## src/rtl/elm_hidden_layer_engine.sv

```systemverilog
// elm_hidden_layer_engine: multi-lane ELM hidden layer, h[j] = ReLU(sum_i x[i]*w[j][i]) with LFSR-generated weights.
// Optional build macro ELM_ACC_SAT_EN: saturating accumulation instead of two's-complement wrap.
module elm_hidden_layer_engine #(
    parameter int          N_INPUTS  = 256,
    parameter int          N_NEURONS = 8192,
    parameter int          LANES     = 4,
    parameter int          ACC_W     = 16,
    parameter logic [7:0]  SEED      = 8'h01
) (
    input  logic                                                clk,
    input  logic                                                rst,
    input  logic                                                start,
    output logic [$clog2(N_INPUTS)-1:0]                         inp_add,
    input  logic                                                inp_data,
    output logic [LANES*ACC_W-1:0]                              h_out,
    output logic [(N_NEURONS > 1 ? $clog2(N_NEURONS) : 1)-1:0]  h_index,
    output logic                                                h_valid,
    input  logic                                                h_ready,
    output logic                                                busy,
    output logic                                                done
);
    localparam int AW = $clog2(N_INPUTS);
    localparam int IW = N_NEURONS > 1 ? $clog2(N_NEURONS) : 1;
    localparam int NG = N_NEURONS / LANES;
    localparam int GW = NG > 1 ? $clog2(NG) : 1;

    typedef enum logic [2:0] {IDLE, RUN, DRAIN, OUT, FIN} state_t;

    state_t           state_q, state_d;
    logic [AW-1:0]    addr_q, addr_d;
    logic [GW-1:0]    group_q, group_d;
    logic             rd_q, rd_d;
    logic             clr, reload;
    logic [ACC_W-1:0] acc_q [LANES];
    logic [ACC_W-1:0] acc_d [LANES];
    logic [7:0]       lfsr_q [LANES];
    logic [7:0]       lfsr_d [LANES];

    function automatic logic [7:0] seed_f(input int l);
        logic [7:0] s;
        s = SEED + 8'(8'h1D * l);
        return s == 8'h00 ? 8'h01 : s;
    endfunction

    // Controller: sequences address passes, drains the last read, and hands out one beat per group.
    always_comb begin
        state_d = state_q;
        addr_d  = addr_q;
        group_d = group_q;
        rd_d    = 1'b0;
        clr     = 1'b0;
        reload  = 1'b0;
        case (state_q)
            IDLE: if (start) begin
                state_d = RUN;
                addr_d  = '0;
                group_d = '0;
                clr     = 1'b1;
                reload  = 1'b1;
            end
            RUN: begin
                rd_d   = 1'b1;
                addr_d = addr_q + 1'b1;
                if (addr_q == AW'(N_INPUTS - 1)) state_d = DRAIN;
            end
            DRAIN: state_d = OUT;
            OUT: if (h_ready) begin
                if (group_q == GW'(NG - 1)) state_d = FIN;
                else begin
                    state_d = RUN;
                    group_d = group_q + 1'b1;
                    addr_d  = '0;
                    clr     = 1'b1;
                end
            end
            FIN: state_d = IDLE;
            default: state_d = IDLE;
        endcase
    end

    for (genvar l = 0; l < LANES; l++) begin : g_lane
        logic signed [ACC_W:0] sum;
        logic [ACC_W-1:0]      nxt;
        assign sum = (ACC_W+1)'($signed(acc_q[l])) + (ACC_W+1)'($signed(lfsr_q[l]));
`ifdef ELM_ACC_SAT_EN
        assign nxt = sum[ACC_W] != sum[ACC_W-1] ? {sum[ACC_W], {(ACC_W-1){~sum[ACC_W]}}} : sum[ACC_W-1:0];
`else
        assign nxt = sum[ACC_W-1:0];
`endif
        assign acc_d[l]  = clr ? '0 : (rd_q && inp_data) ? nxt : acc_q[l];
        assign lfsr_d[l] = reload ? seed_f(l)
                         : rd_q ? {lfsr_q[l][6:0], lfsr_q[l][7] ^ lfsr_q[l][5] ^ lfsr_q[l][4] ^ lfsr_q[l][3]}
                         : lfsr_q[l];
        assign h_out[l*ACC_W +: ACC_W] = (state_q == OUT && !acc_q[l][ACC_W-1]) ? acc_q[l] : '0;
    end

    assign inp_add = addr_q;
    assign h_index = state_q == OUT ? IW'(32'(group_q) * LANES) : '0;
    assign h_valid = state_q == OUT;
    assign busy    = state_q == RUN || state_q == DRAIN || state_q == OUT;
    assign done    = state_q == FIN;

    // State, accumulator and weight-generator registers; reset reloads the lane seeds.
    always_ff @(posedge clk) begin
        if (!rst) begin
            state_q <= IDLE;
            addr_q  <= '0;
            group_q <= '0;
            rd_q    <= 1'b0;
            for (int i = 0; i < LANES; i++) begin
                acc_q[i]  <= '0;
                lfsr_q[i] <= seed_f(i);
            end
        end else begin
            state_q <= state_d;
            addr_q  <= addr_d;
            group_q <= group_d;
            rd_q    <= rd_d;
            for (int i = 0; i < LANES; i++) begin
                acc_q[i]  <= acc_d[i];
                lfsr_q[i] <= lfsr_d[i];
            end
        end
    end
endmodule

```

## config.mk

```make
export PLATFORM = sky130hd
export DESIGN_NAME = elm_hidden_layer_engine
export DESIGN_NICKNAME = d
export VERILOG_FILES = /design/src/rtl/elm_hidden_layer_engine.sv
export SDC_FILE = /design/constraint.sdc
export NUM_CORES = 1
export LEC_CHECK = 0
export CORE_MARGIN = 3
export CORE_UTILIZATION = 60
export DETAILED_ROUTE_END_ITERATION = 16
export HOLD_SLACK_MARGIN = 0.12
export PLACE_DENSITY = 0.85
export REMOVE_ABC_BUFFERS = 1
export SYNTH_ARGS = -nofsm -noshare
export SYNTH_HDL_FRONTEND = slang
export SYNTH_SLANG_ARGS = --single-unit
```

## constraint.sdc

```tcl
create_clock -name clk -period 6.5 [get_ports clk]
set_input_delay 0.975 -clock clk [delete_from_list [all_inputs] [get_ports clk]]
set_output_delay 0.975 -clock clk [all_outputs]
set_load 0.005 [all_outputs]
```

### Gate-type map

Drawn at 3 px/um.
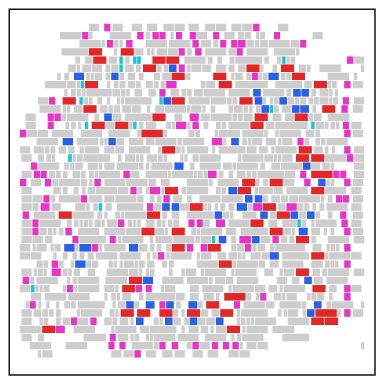
AND-OR and OR-AND gates -> blue  # cells 50
AND and OR gates -> magenta  # cells 114, where widely spread
inverters -> cyan  # cells 17
adder and majority cells -> red  # cells 66, where widely spread

### Placement view

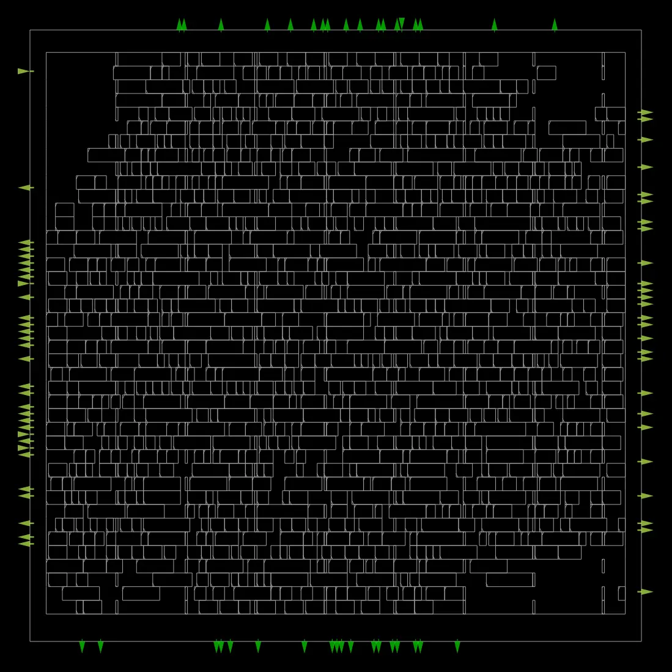
fill cell instance count of the final layout: 988
total number of tap cells: 172
sequential share of cell area: 0.251

### Wire density map

Drawn at 2 px/um. 24 x 24 tiles, from dark purple (low) to yellow (high), scaled to the fullest tile. Values are wire area over tile area, all layers added.
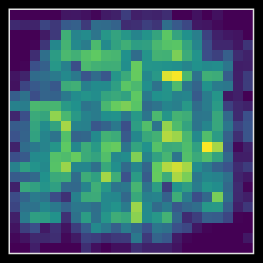
nearly empty tiles = 9.5%
fullest tile = 0.56
emptiest ninth of the die = bottom right
mean over tiles = 0.21
tiles over half the peak = 33%
Global Route Usage Sum: 0.267
average wire per standard cell: 15.5 um
final routed wirelength across all metal layers: 19,100 um

### Routed metal, one color a layer

Drawn at 3 px/um. Only two layers are drawn.
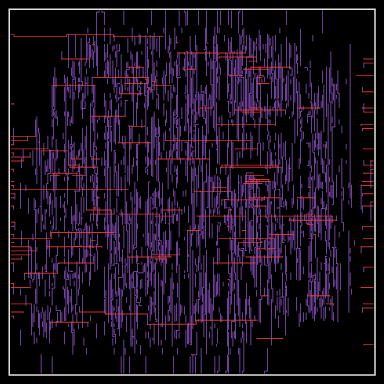
met3 -> red  # wire length 1,080 um
met2 -> purple  # wire length 8,890 um

### Zoomed window

Window x 46 to 76, y 46 to 76 um. Cells in gray, sequential cells in the stronger gray; small squares are vias.
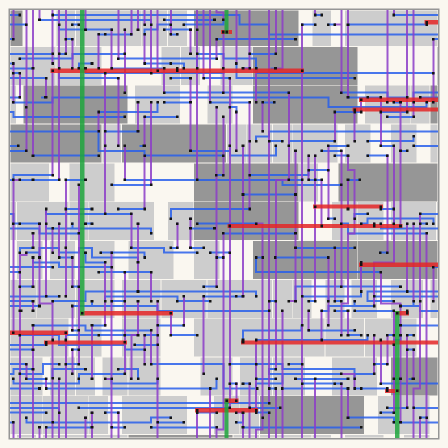
met2 -> purple
met1 -> blue
met3 -> red
met4 -> green
netlist names of flops here include = acc_q (10), lfsr_q (2)
sequential cells in the window = 12
most frequent = nand2_1 (12), dfxtp_1 (12)
cells with their middle in the window = 84

==> run summary <==
Implementation summary

The flow ran to the end, and the final reports show no timing, DRC or antenna violations. Per the synthesis report, the simple-gate share of the synthesized area is 0.255. Per the OpenROAD power report, switching power amounts to roughly 0.00042 W.

The sequential fraction of the synthesis area is 0.298. The synthesized netlist handed to floorplanning was reported with a cell count of roughly 980. The cell family contributing the most delay on the critical path is AND-OR/OR-AND gates. The detailed router put a total of slightly below 9000 um of wire on met1. The number of cells on the worst hold path is 2. The most common flop cell mapped by yosys is dfxtp_1. The main area contributors are dfxtp_1 (30%), ha_1 (9.7%), and2_1 (6.4%), nand2_1 (5.4%), a21oi_1 (5.1%). The met2 wire length is 8890 um. Of the total synthesized cell area, the portion taken by full adders, half adders and majority gates is 0.107. The total power draw is 0.00183 W.

According to the timing report, the critical path is launched from rst. After its last routability iteration, the placer logged a weighted congestion of approximately 0.9. The post-placement worst setup slack is around 2100 ps. The clock latency reported for the late side of the worst-skew pair is 420 ps.

The estimated wirelength of the detail-placed design is roughly 13,000 um. Once placement completed, the tool counted placed cells totaling 1,198. The violation count after the first detailed-route iteration is roughly 400. The normalized max-slew margin is 0.331. Setup repair after global routing left no endpoint under its margin. The sort of element at the start of the critical path is a primary input. The number of endpoints with negative hold slack in the final report is 0. The library cell appearing most often on the critical path is nand2_1. The critical path class is in2reg. Clock network power for this build is 0.000956 W.

The maximum number of pins on one net before global-route repair is 52. The Yosys warning count is 0. After synthesis, the design contains about 980 cells according to Yosys. In this run the layout overhead on the synthesized area is reported as 18.8%. Counting buffers and inverters, the worst setup path is 5 cells deep. The post-route utilization of the core is recorded as 0.740. The H-tree level count is 4. Looking at the gate-level netlist, the highest instance count belongs to dfxtp_1. Yosys reported a register bit count of ~120. The boundary pin count is between 90 and 100.

The slack of the worst reg-to-reg path is about 3200 ps. After routing, the total negative slack on setup checks comes to 0 ps. The tally of buffers added on design ports is 86.

The number of pins exceeding their max-slew limit in the final report is 0. The per-instance average area after synthesis is between 8 and 9 um^2. Once placement finished, the instance area stood at approximately 8900 um^2.

The share of total power dissipated in sequential elements is 0.411. The fraction of layout cells with a size suffix above 1 is 0.0539. In the hold report, the worst path ends at acc_q[2][9]$_SDFFE_PP0P_. The remaining number of nets flagged by the antenna check after routing is 0.

The flow reports an fmax of about 250 MHz. The arrival time of data at the worst endpoint is listed as around 4300 ps. Per the timing report, the most critical flop-to-flop path originates at state_q[1]$_SDFFE_PN0P_. The worst setup path is captured at a register. The proportion of netlist area held by the largest area contributor is 0.298. The number of cell rows is ~40. The worst flop-to-flop path endpoint is acc_q[2][15]$_SDFFE_PP0P_. The initial antenna violation count was 0. The post-route worst hold slack is between 400 and 500 ps. In this run the cell area of the synthesized design comes to 7990 um^2. Dividing total power by cell area gives a power density of between 150 and 200 nW/um^2. The cell area after layout is about 9500 um^2. The via count of the first global-routing pass is 6,965.

Combinational power for this build is 0.000120 W. The power report attributes to the combinational group a share of 0.066. Summed over all layers, the global routing overflow is 0. The internal cell power is ~0.0014 W.

The leakage power in the latest report is approximately 3.9 nW. The most numerous logic cell after layout is dfxtp_1. The power consumed by sequential cells is between 0.0007 and 0.0008 W. In the routed layout, each cell is associated on average with a via count of between 5 and 6. The count of flip-flops with a built-in enable after synthesis is 0.

The total number of vias is approximately 7,300. The slowest cell on the critical path is a21oi_2. Ranking logic cells in the layout by count gives the top entries dfxtp_1 (118), nand2_1 (113), clkdlybuf4s50_1 (86). The first global-routing pass estimated about 33,000 um of wire. The initial cell density of the core is 0.623. The root buffer cell chosen for the clock tree is clkbuf_16. The largest combinational cell category by area is simple AND/OR/NAND/NOR gates. The last timing report of the flow puts the setup violation total at 0. The DRC violation total left in the routed layout is recorded as 0.

On the worst path, the slowest cell contributes a delay of roughly 1000 ps. In the finished design, the share of the clock period the worst path needs comes to 0.614. Counting the buffers created by CTS gives 17. The number of buffer and inverter stages on the critical path is 1.

The floorplan core area is between 10,000 and 15,000 um^2. The number of search-and-repair iterations in the first detailed-routing pass is 5. The area fraction in xor and xnor cells is 0.0548. Per STA, the worst path is made up of clkdlybuf4s50_1, nand2_1, a21oi_2, nand2_1, o21ai_0. According to the finish report, the design has a final net count of 1,116.

The fraction of power spent switching nets is 0.230. In this run, the synthesized area fraction spent on AND-OR/OR-AND gates is recorded as 0.205. The worst setup margin is 2510 ps. The commonest cells after synthesis are dfxtp_1 (119), nand2_1 (114), and2_1 (82), a21oi_1 (81), nor2_1 (75). The worst-case clock skew is roughly 5.4 ps. The clock tree from TritonCTS is built. The overall die size recorded for this design is approximately 15,000 um^2. The count of cells in the finished layout, fillers not included, comes to ~1,200.

The largest part of the power goes to clock. The total clock sinks is 119. In this run the worst path has a maximum fanout of 24. The maximum count of clock buffers along a single path is 2. The data required time reported for the critical path is slightly below 7000 ps. The chip area line of the yosys report is about 8000 um^2. IR analysis of the VDD net gives a maximum drop of ~0.17 mV.

The number of cells traversed by the worst register-to-register path is 8. The post-cts hold buffer count is 0. The mux share of post-synthesis cell area is 0.0426.

Following the worst setup path forward leads to its endpoint at acc_q[3][12]$_SDFFE_PP0P_. The final critical-path required period is 3990 ps. After detailed routing, the met3 layer carries ~1100 um of wire. The number of warnings reported in the stage logs is 25. Looking at area per cell type in the netlist, the leader is dfxtp_1. The top routing layer in use is met4.

The worst hold path belongs to the class reg2reg. The startpoint of the most critical hold path is acc_q[2][9]$_SDFFE_PP0P_. Counting flops with an async set or reset pin after synthesis yields a share of 0.

The number of post-CTS setup repair buffers is 0. The horizontal die dimension reported for this design is roughly 120 um. The number of antenna diodes in the final layout is 0. The share of total power in the clock network is 0.523. The post-CTS resize count is 0. The worst-margin pin slew is 1000 ps.

Per the OpenROAD floorplan log, the height of the die is roughly 120 um. The number of max-cap violations is 0. After clock tree synthesis, the clock-pin slew on the worst setup and hold paths is around 60 ps. Yosys mapped the design onto 77 distinct sky130hd cell types.
==> state kept, by name (all words and copies together) (netlist names) <==
register and count:
rd_q 1, acc_q 64, lfsr_q 32, inp_add 8, state_q 3, group_q 11
==> area by class of cell <==
type	instances	area, um^2	share of cell area
tap	172	215	0.0227
timing repair buffer	90	891	0.0938
clock inverter	6	88.8	0.00935
inverter	17	63.8	0.00672
clock buffer	25	515	0.0543
multi-input combinational	800	5340	0.562
sequential	119	2380	0.251
==> per-layer routing <==
| layer | vias up | track usage |
|---|---|---|
| met5 | - | 0 |
| met2 | 242 | 0.435 |
| met4 | 0 | 0.109 |
| met3 | 39 | 0.0527 |
| met1 | 3408 | 0.347 |
| li1 | 3626 | - |
Power is estimated from default activity; no workload was simulated.
